==> config.mk <==
export PLATFORM = sky130hd
export DESIGN_NAME = peripheral_msi_cc561_arb_wb_flat
export DESIGN_NICKNAME = d
export VERILOG_FILES = /design/src/rtl/peripheral_msi_cc561_arb_wb_if.sv /design/src/rtl/peripheral_msi_cc561_arb_wb.sv /design/src/flat_wrapper.sv
export SDC_FILE = /design/constraint.sdc
export NUM_CORES = 1
export LEC_CHECK = 0
export CORE_MARGIN = 2
export CORE_UTILIZATION = 30
export CTS_BUF_LIST = sky130_fd_sc_hd__clkbuf_2
export DETAILED_ROUTE_END_ITERATION = 16
export GPL_ROUTABILITY_DRIVEN = 0
export GPL_TIMING_DRIVEN = 0
export HOLD_SLACK_MARGIN = 0.08
export PLACE_DENSITY = 0.65
export SLEW_MARGIN = 10
export SYNTH_ARGS = -nofsm -noshare
export SYNTH_HDL_FRONTEND = slang
export SYNTH_SLANG_ARGS = --single-unit
==> constraint.sdc <==
create_clock -name aclk -period 1.9 [get_ports aclk]
set_input_delay 0.38 -clock aclk [delete_from_list [all_inputs] [get_ports aclk]]
set_output_delay 0.38 -clock aclk [all_outputs]
set_load 0.03 [all_outputs]
==> src/rtl/peripheral_msi_cc561_arb_wb_if.sv <==
// Requester/channel bundle for the cc561 source-side arbiter.
//   en         : channel enable (0 blocks new launches)
//   req        : per-requester level request
//   req_data   : requester i word at bits [i*DW +: DW]
//   gnt        : one-hot, one-cycle launch acknowledge
//   adata/aen  : drive the cc561 channel adata/aen inputs
//   busy       : high while the spacing hold is running
//   issued_cnt : wrapping count of launched words
interface peripheral_msi_cc561_arb_wb_if #(
    parameter int unsigned N  = 4,
    parameter int unsigned DW = 32
);
    logic              en;
    logic [N-1:0]      req;
    logic [N*DW-1:0]   req_data;
    logic [N-1:0]      gnt;
    logic [DW-1:0]     adata;
    logic              aen;
    logic              busy;
    logic [15:0]       issued_cnt;

    modport slave (
        input  en, req, req_data,
        output gnt, adata, aen, busy, issued_cnt
    );

    modport master (
        output en, req, req_data,
        input  gnt, adata, aen, busy, issued_cnt
    );
endinterface

==> src/rtl/peripheral_msi_cc561_arb_wb.sv <==
// Source-domain round-robin scheduler sharing one cc561 toggle-pulse CDC
// channel among N requesters. aen pulses are spaced at least GAP aclk cycles
// apart so the destination synchroniser never misses a toggle.
//   aclk   : source-domain clock
//   arst_n : asynchronous active-low reset
//   bus    : requester side (en/req/req_data/gnt), channel side (adata/aen),
//            status (busy/issued_cnt); all outputs registered
module peripheral_msi_cc561_arb_wb #(
    parameter int unsigned DW  = 32,
    parameter int unsigned N   = 4,
    parameter int unsigned GAP = 4,
    parameter int unsigned CW  = 8
) (
    input  logic                               aclk,
    input  logic                               arst_n,
    peripheral_msi_cc561_arb_wb_if.slave       bus
);
    localparam int unsigned PW  = (N > 1) ? $clog2(N) : 1;
    localparam int unsigned ICW = 16;

    typedef enum logic {
        IDLE = 1'b0,
        HOLD = 1'b1
    } state_e;

    state_e            state_q, state_d;
    logic [PW-1:0]     rr_ptr_q, rr_ptr_d;
    logic [CW-1:0]     cnt_q, cnt_d;
    logic [N-1:0]      gnt_q, gnt_d;
    logic [DW-1:0]     adata_q, adata_d;
    logic              aen_q, aen_d;
    logic              busy_q, busy_d;
    logic [ICW-1:0]    issued_cnt_q, issued_cnt_d;

    logic              found_c;
    logic [PW-1:0]     win_c;
    logic [PW-1:0]     idx_c;

    // Round-robin search: first requester at or after rr_ptr, modulo N.
    always_comb begin : pick_winner
        found_c = 1'b0;
        win_c   = '0;
        idx_c   = '0;
        for (int unsigned i = 0; i < N; i++) begin
            idx_c = PW'((32'(rr_ptr_q) + i) % N);
            if (!found_c && bus.req[idx_c]) begin
                found_c = 1'b1;
                win_c   = idx_c;
            end
        end
    end

    // Next-state and registered-output logic.
    always_comb begin : next_state
        state_d      = state_q;
        rr_ptr_d     = rr_ptr_q;
        cnt_d        = cnt_q;
        gnt_d        = '0;
        adata_d      = adata_q;
        aen_d        = 1'b0;
        issued_cnt_d = issued_cnt_q;

        unique case (state_q)
            IDLE: begin
                if (bus.en && found_c) begin
                    aen_d        = 1'b1;
                    gnt_d[win_c] = 1'b1;
                    adata_d      = bus.req_data[32'(win_c)*DW +: DW];
                    rr_ptr_d     = (32'(win_c) == N - 1) ? '0 : PW'(32'(win_c) + 1);
                    cnt_d        = CW'(GAP - 1);
                    issued_cnt_d = issued_cnt_q + 16'd1;
                    state_d      = HOLD;
                end
            end
            HOLD: begin
                // en is ignored here so a started spacing window always completes.
                cnt_d = cnt_q - CW'(1);
                if (cnt_q == CW'(1)) begin
                    state_d = IDLE;
                end
            end
            default: state_d = IDLE;
        endcase

        busy_d = (state_d == HOLD);
    end

    always_ff @(posedge aclk or negedge arst_n) begin : regs
        if (!arst_n) begin
            state_q      <= IDLE;
            rr_ptr_q     <= '0;
            cnt_q        <= '0;
            gnt_q        <= '0;
            adata_q      <= '0;
            aen_q        <= 1'b0;
            busy_q       <= 1'b0;
            issued_cnt_q <= '0;
        end else begin
            state_q      <= state_d;
            rr_ptr_q     <= rr_ptr_d;
            cnt_q        <= cnt_d;
            gnt_q        <= gnt_d;
            adata_q      <= adata_d;
            aen_q        <= aen_d;
            busy_q       <= busy_d;
            issued_cnt_q <= issued_cnt_d;
        end
    end

    assign bus.gnt        = gnt_q;
    assign bus.adata      = adata_q;
    assign bus.aen        = aen_q;
    assign bus.busy       = busy_q;
    assign bus.issued_cnt = issued_cnt_q;

    // A pulse always carries exactly one grant, and never more than one.
    a_gnt_aen : assert property (@(posedge aclk) disable iff (!arst_n)
        (aen_q == (|gnt_q)) && $onehot0(gnt_q));

endmodule

==> src/flat_wrapper.sv <==
// flat-port wrapper written by rule: the top's interface ports become plain ports
module peripheral_msi_cc561_arb_wb_flat 
#(
    parameter int unsigned DW  = 32,
    parameter int unsigned N   = 4,
    parameter int unsigned GAP = 4,
    parameter int unsigned CW  = 8
)
  (aclk, arst_n, bus_en, bus_req, bus_req_data, bus_gnt, bus_adata, bus_aen, bus_busy, bus_issued_cnt);
  peripheral_msi_cc561_arb_wb_if #(.N(N), .DW(DW)) bus_i ();
  input  logic aclk;
  input  logic arst_n;
  input wire logic [$bits(bus_i.en)-1:0] bus_en;
  input wire logic [$bits(bus_i.req)-1:0] bus_req;
  input wire logic [$bits(bus_i.req_data)-1:0] bus_req_data;
  output wire logic [$bits(bus_i.gnt)-1:0] bus_gnt;
  output wire logic [$bits(bus_i.adata)-1:0] bus_adata;
  output wire logic [$bits(bus_i.aen)-1:0] bus_aen;
  output wire logic [$bits(bus_i.busy)-1:0] bus_busy;
  output wire logic [$bits(bus_i.issued_cnt)-1:0] bus_issued_cnt;
  assign bus_i.en = bus_en;
  assign bus_i.req = bus_req;
  assign bus_i.req_data = bus_req_data;
  assign bus_gnt = bus_i.gnt;
  assign bus_adata = bus_i.adata;
  assign bus_aen = bus_i.aen;
  assign bus_busy = bus_i.busy;
  assign bus_issued_cnt = bus_i.issued_cnt;
  peripheral_msi_cc561_arb_wb #(.DW(DW), .N(N), .GAP(GAP), .CW(CW)) u_core (.aclk(aclk), .arst_n(arst_n), .bus(bus_i));
endmodule
==> flow_metrics.tcl, run 1 <==
# metrics dict for downstream scripts
set metrics [dict create \
    log.warning_count 28 \
    die_area_um2 12440 \
    critPathTopFamily "buffers and inverters" \
    synth.top_cells.by_area "dfrtp_1 (46%), mux2i_1 (19%), o221ai_1 (8.1%)" \
    endpoint_kind "register" \
    fp_util 0.3051 \
    tap_cells 143 \
    whs_ns 0.2886 \
    cts.sinks 64 \
    final_util 0.4998 \
    routedWlPerCell_um 16.30 \
    syn_inst 318 \
    nMultiInputCombCells 227 \
    clock_path_buffers 2 \
    largestClassByArea "non-clock buffers" \
    p_leak_nw 2.720 \
    p_total_mw 6.558 \
    cp.depth 9 \
    fin_setup_tns_ns 0 \
    crit_fanout 10 \
    start_kind "input port" \
    r2r_start "u_core.rr_ptr_q[1]" \
    vias 3271 \
    placedCellCount 650 \
    h-tree-depth 3 \
    grt-busiest-layer "met2" \
    yosys-stat-cells 318 \
    via_per_inst 4.889 \
    syn2layout_area_growth_pct 63.85 \
    cap_violations 0 \
    io_pins 189 \
    layout.cells.non_filler 669 \
    postSynthSeqShare 0.4618 \
    status "completed" \
    drv_slew 0 \
    dieHeight_um 111.5 \
    crit_chain "clkdlybuf4s50_1 > o41ai_4 > or2_1 > buf_4 > inv_2 > buf_6 > o21ai_4 > buf_6 > o221ai_1" \
    worstPathRequired_ns 2.25 \
    grt_pass1_wl_mm 17.66 \
    dpl.hpwl_mm 8.331 \
    drcViolationCount 0 \
    power_frac_comb 0.530 \
    final-hold-violation-count 0 \
    vdd_drop_max_v 0.0006351 \
    crit_arrival_ns 2.20 \
    top_layer "met4" \
    ys_warn_count 0 \
    synth_top_area_share 0.4618 \
    synth_cell_types 40 \
    cts_made_buffers 9 \
    grt_use_met2 0.3142 \
]
[run 1: what timing repair did]
item | 4_1_cts | 5_1_grt
gates resized | 62 | 5
buffers inserted | 2 | 1
pin swaps | 1 | 1
hold buffers | 1 | 0
setup endpoints to repair | 86 | 35
endpoints found under the hold margin | 49 | 0
[run 1: state kept, by name, indices dropped and copies added, names as in the netlist]
register / flops
u_core.state_q: 1
u_core.bus.gnt: 4
u_core.bus.aen: 1
u_core.bus.adata: 32
u_core.bus.issued_cnt: 16
u_core.cnt_q: 8
u_core.rr_ptr_q: 2
[run 1: kinds of logic after synthesis]
family | share of synthesized area
and+or+nand+nor | 0.1266
muxes | 0.1934
DFF | 0.4618
AOI/OAI and AO/OA | 0.1144
buffers and inverters | 0.05158
xor gates and xnor gates | 0.03788
adders and majority gates | 0.01443
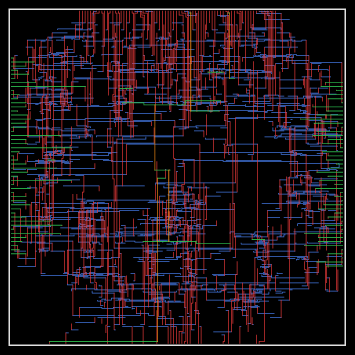
Fig. 1. Wiring by layer (run 1).
Scale: 3 px per um.
[blue] metal 1 | wire length: 4530 um
[green] metal 3 | wire length: 675 um
[red] metal 2 | wire length: 5550 um
[orange] metal 4 | wire length: 154 um

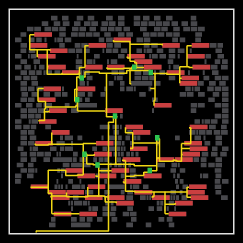
Fig. 2. Clock wires, drivers and flops (run 1).
Scale: 2 px per um.
[red] flip-flops | count: 64
[green] clock drivers | count: 9
[yellow] clock wires | length: 921 um
flops lie: spread over the die
Power Clock: 911 uW
clock share of power: 0.139
Clock Skew: 0.03076 ns
insertion delay to the later sink of the worst-skew pair: 0.49 ns

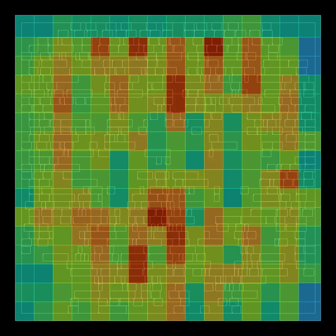
Fig. 3. Track usage over the die (run 1).
GR Layer Usage met3: 0.05335
GRT Overall Usage: 0.1772

## Run 2: what changed since run 1
Settings changed: CORE_UTILIZATION 30 to 40, GPL_TIMING_DRIVEN 0 to unset, PLACE_DENSITY 0.65 to 0.82, TNS_END_PERCENT set to 30.
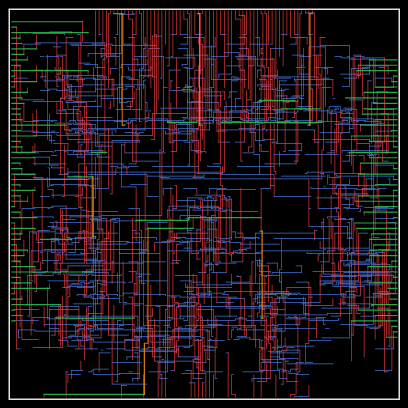
Fig. 4. Wiring by layer (run 2).
Scale: 4 px per um.
total number of vias: 3365
WL final: 10.87 mm
wire length per cell: 16.78 um

==> flow_metrics.tcl, run 2 <==
# metrics dict for downstream scripts
set metrics [dict create \
    inverters 6 \
    cap_violations 0 \
    final_util 0.7101 \
    vdd_drop_max_v 0.0006371 \
    clock_path_buffers 2 \
    synth.top_cells.by_area "dfrtp_1 (46%), mux2i_1 (19%), o221ai_1 (8.1%)" \
    first_pass_iters 4 \
    hold_buffers 1 \
    netlist_area_um2 3468 \
    p_leak_nw 2.838 \
    yosys-stat-cells 318 \
    p_switching_mw 2.913 \
    start_kind "register" \
    timing.rr.end "u_core.bus.adata[20]" \
    place.port_buffers 188 \
    cts.sinks 64 \
    status "complete, but fails checks" \
    critPathTopFamily "flip-flops" \
    die_area_um2 9431 \
    p_total_mw 6.930 \
    clockPowerShare 0.114 \
    largest_register_ffs 32 \
    ys_warn_count 0 \
    io_pins 189 \
    syn_inst 318 \
    log.warning_count 28 \
    logic_family "multiplexers" \
    endpoint_kind "register" \
    crit_chain "mux2i_2 > a211oi_4 > buf_12 > clkbuf_16 > clkbuf_16 > mux2i_1 > o221ai_1" \
    mux_share 0.1934 \
    grt_util_all_layers 0.2201 \
    violations "negative setup slack" \
    cts_made_buffers 9 \
    ys_sh_simple 0.1266 \
    dieHeight_um 97.12 \
    cp.depth 7 \
    power_frac_comb 0.569 \
    comb_share 0.2921 \
    power_clock_uw 789 \
    dpl.hpwl_mm 8.248 \
    critPathKind "reg -> reg" \
    setup_violations 15 \
    postSynthSeqShare 0.4618 \
    setup_ws_ns -0.04714 \
    largestClassByArea "non-clock buffers" \
    core_um2 8299 \
    grt_pass1_wl_mm 17.00 \
    cpMostUsedCell "clkbuf_16" \
    drcViolationCount 0 \
    cts_resized 56 \
    tap_cells 105 \
    whs_ns 0.4157 \
    final-hold-violation-count 0 \
    fp_util 0.4179 \
    seq_cell_count 64 \
    synth_cell_types 40 \
    layout.cells.non_filler 648 \
    cts_setup_buffers 0 \
    placedCellCount 622 \
    cp.buffers_inverters 3 \
    h-tree-depth 3 \
    crit_arrival_ns 2.27 \
    worstPathRequired_ns 2.23 \
    clk_latency_ns 0.46 \
    fin_setup_tns_ns -0.2828 \
    synth_xor_xnor_area_share 0.03788 \
    final.setup_skew_ns 0.04482 \
    synth_top_area_share 0.4618 \
    nMultiInputCombCells 227 \
    r2r_start "u_core.rr_ptr_q[1]" \
    via_per_inst 5.193 \
    drv_slew 0 \
    compound_area_frac 0.1144 \
    crit_fanout 7 \
    synth.cellmix.adderShare 0.01443 \
    syn2layout_area_growth_pct 69.91 \
]
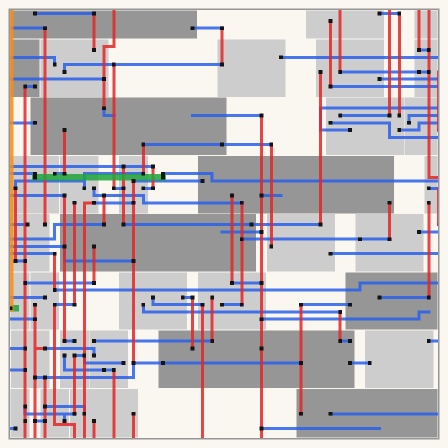
Fig. 5. A small window of the routed layout (run 2).
Window x 63 to 83, y 14 to 34 um. Cells in gray, sequential cells in the stronger gray; small squares are vias.
[blue] metal 1
[red] metal 2
[orange] metal 4
[green] metal 3
cells with their middle in the window: 26
most frequent: dlygate4sd2_1 (5), dfrtp_1 (5)
netlist names of flops here include: `u_core.bus.issued_cnt` (4), `u_core.bus.adata` (1)
sequential cells in the window: 5

## run 2: netlist changes by cell type in the layout (fill, tap and decap cells not counted), sizes merged
cell / previous run / this run
bufinv: 2 / 1
buf: 22 / 39
clkinvlp: 0 / 2
diode: 1 / 0
## run 2: cell families (layout without fill, tap and decap cells)
group,after synthesis,in the layout
buffers and inverters,27,252
AND/OR/NAND/NOR,94,94
multiplexers,67,67
adder cells (fa/ha/maj),4,4
XOR/XNOR,15,15
AND-OR/OR-AND,47,47
flip-flops,64,64
## run 2: metal layers
| metal | vias up | share of wire | track usage |
|---|---|---|---|
| met4 | 0 | 0.015 | 0.07476 |
| li1 | 1603 | - | - |
| met1 | 1605 | 0.38 | 0.2582 |
| met5 | - | 0 | 0 |
| met2 | 145 | 0.54 | 0.3958 |
| met3 | 12 | 0.069 | 0.04964 |
Power and IR drop assume default switching activity.
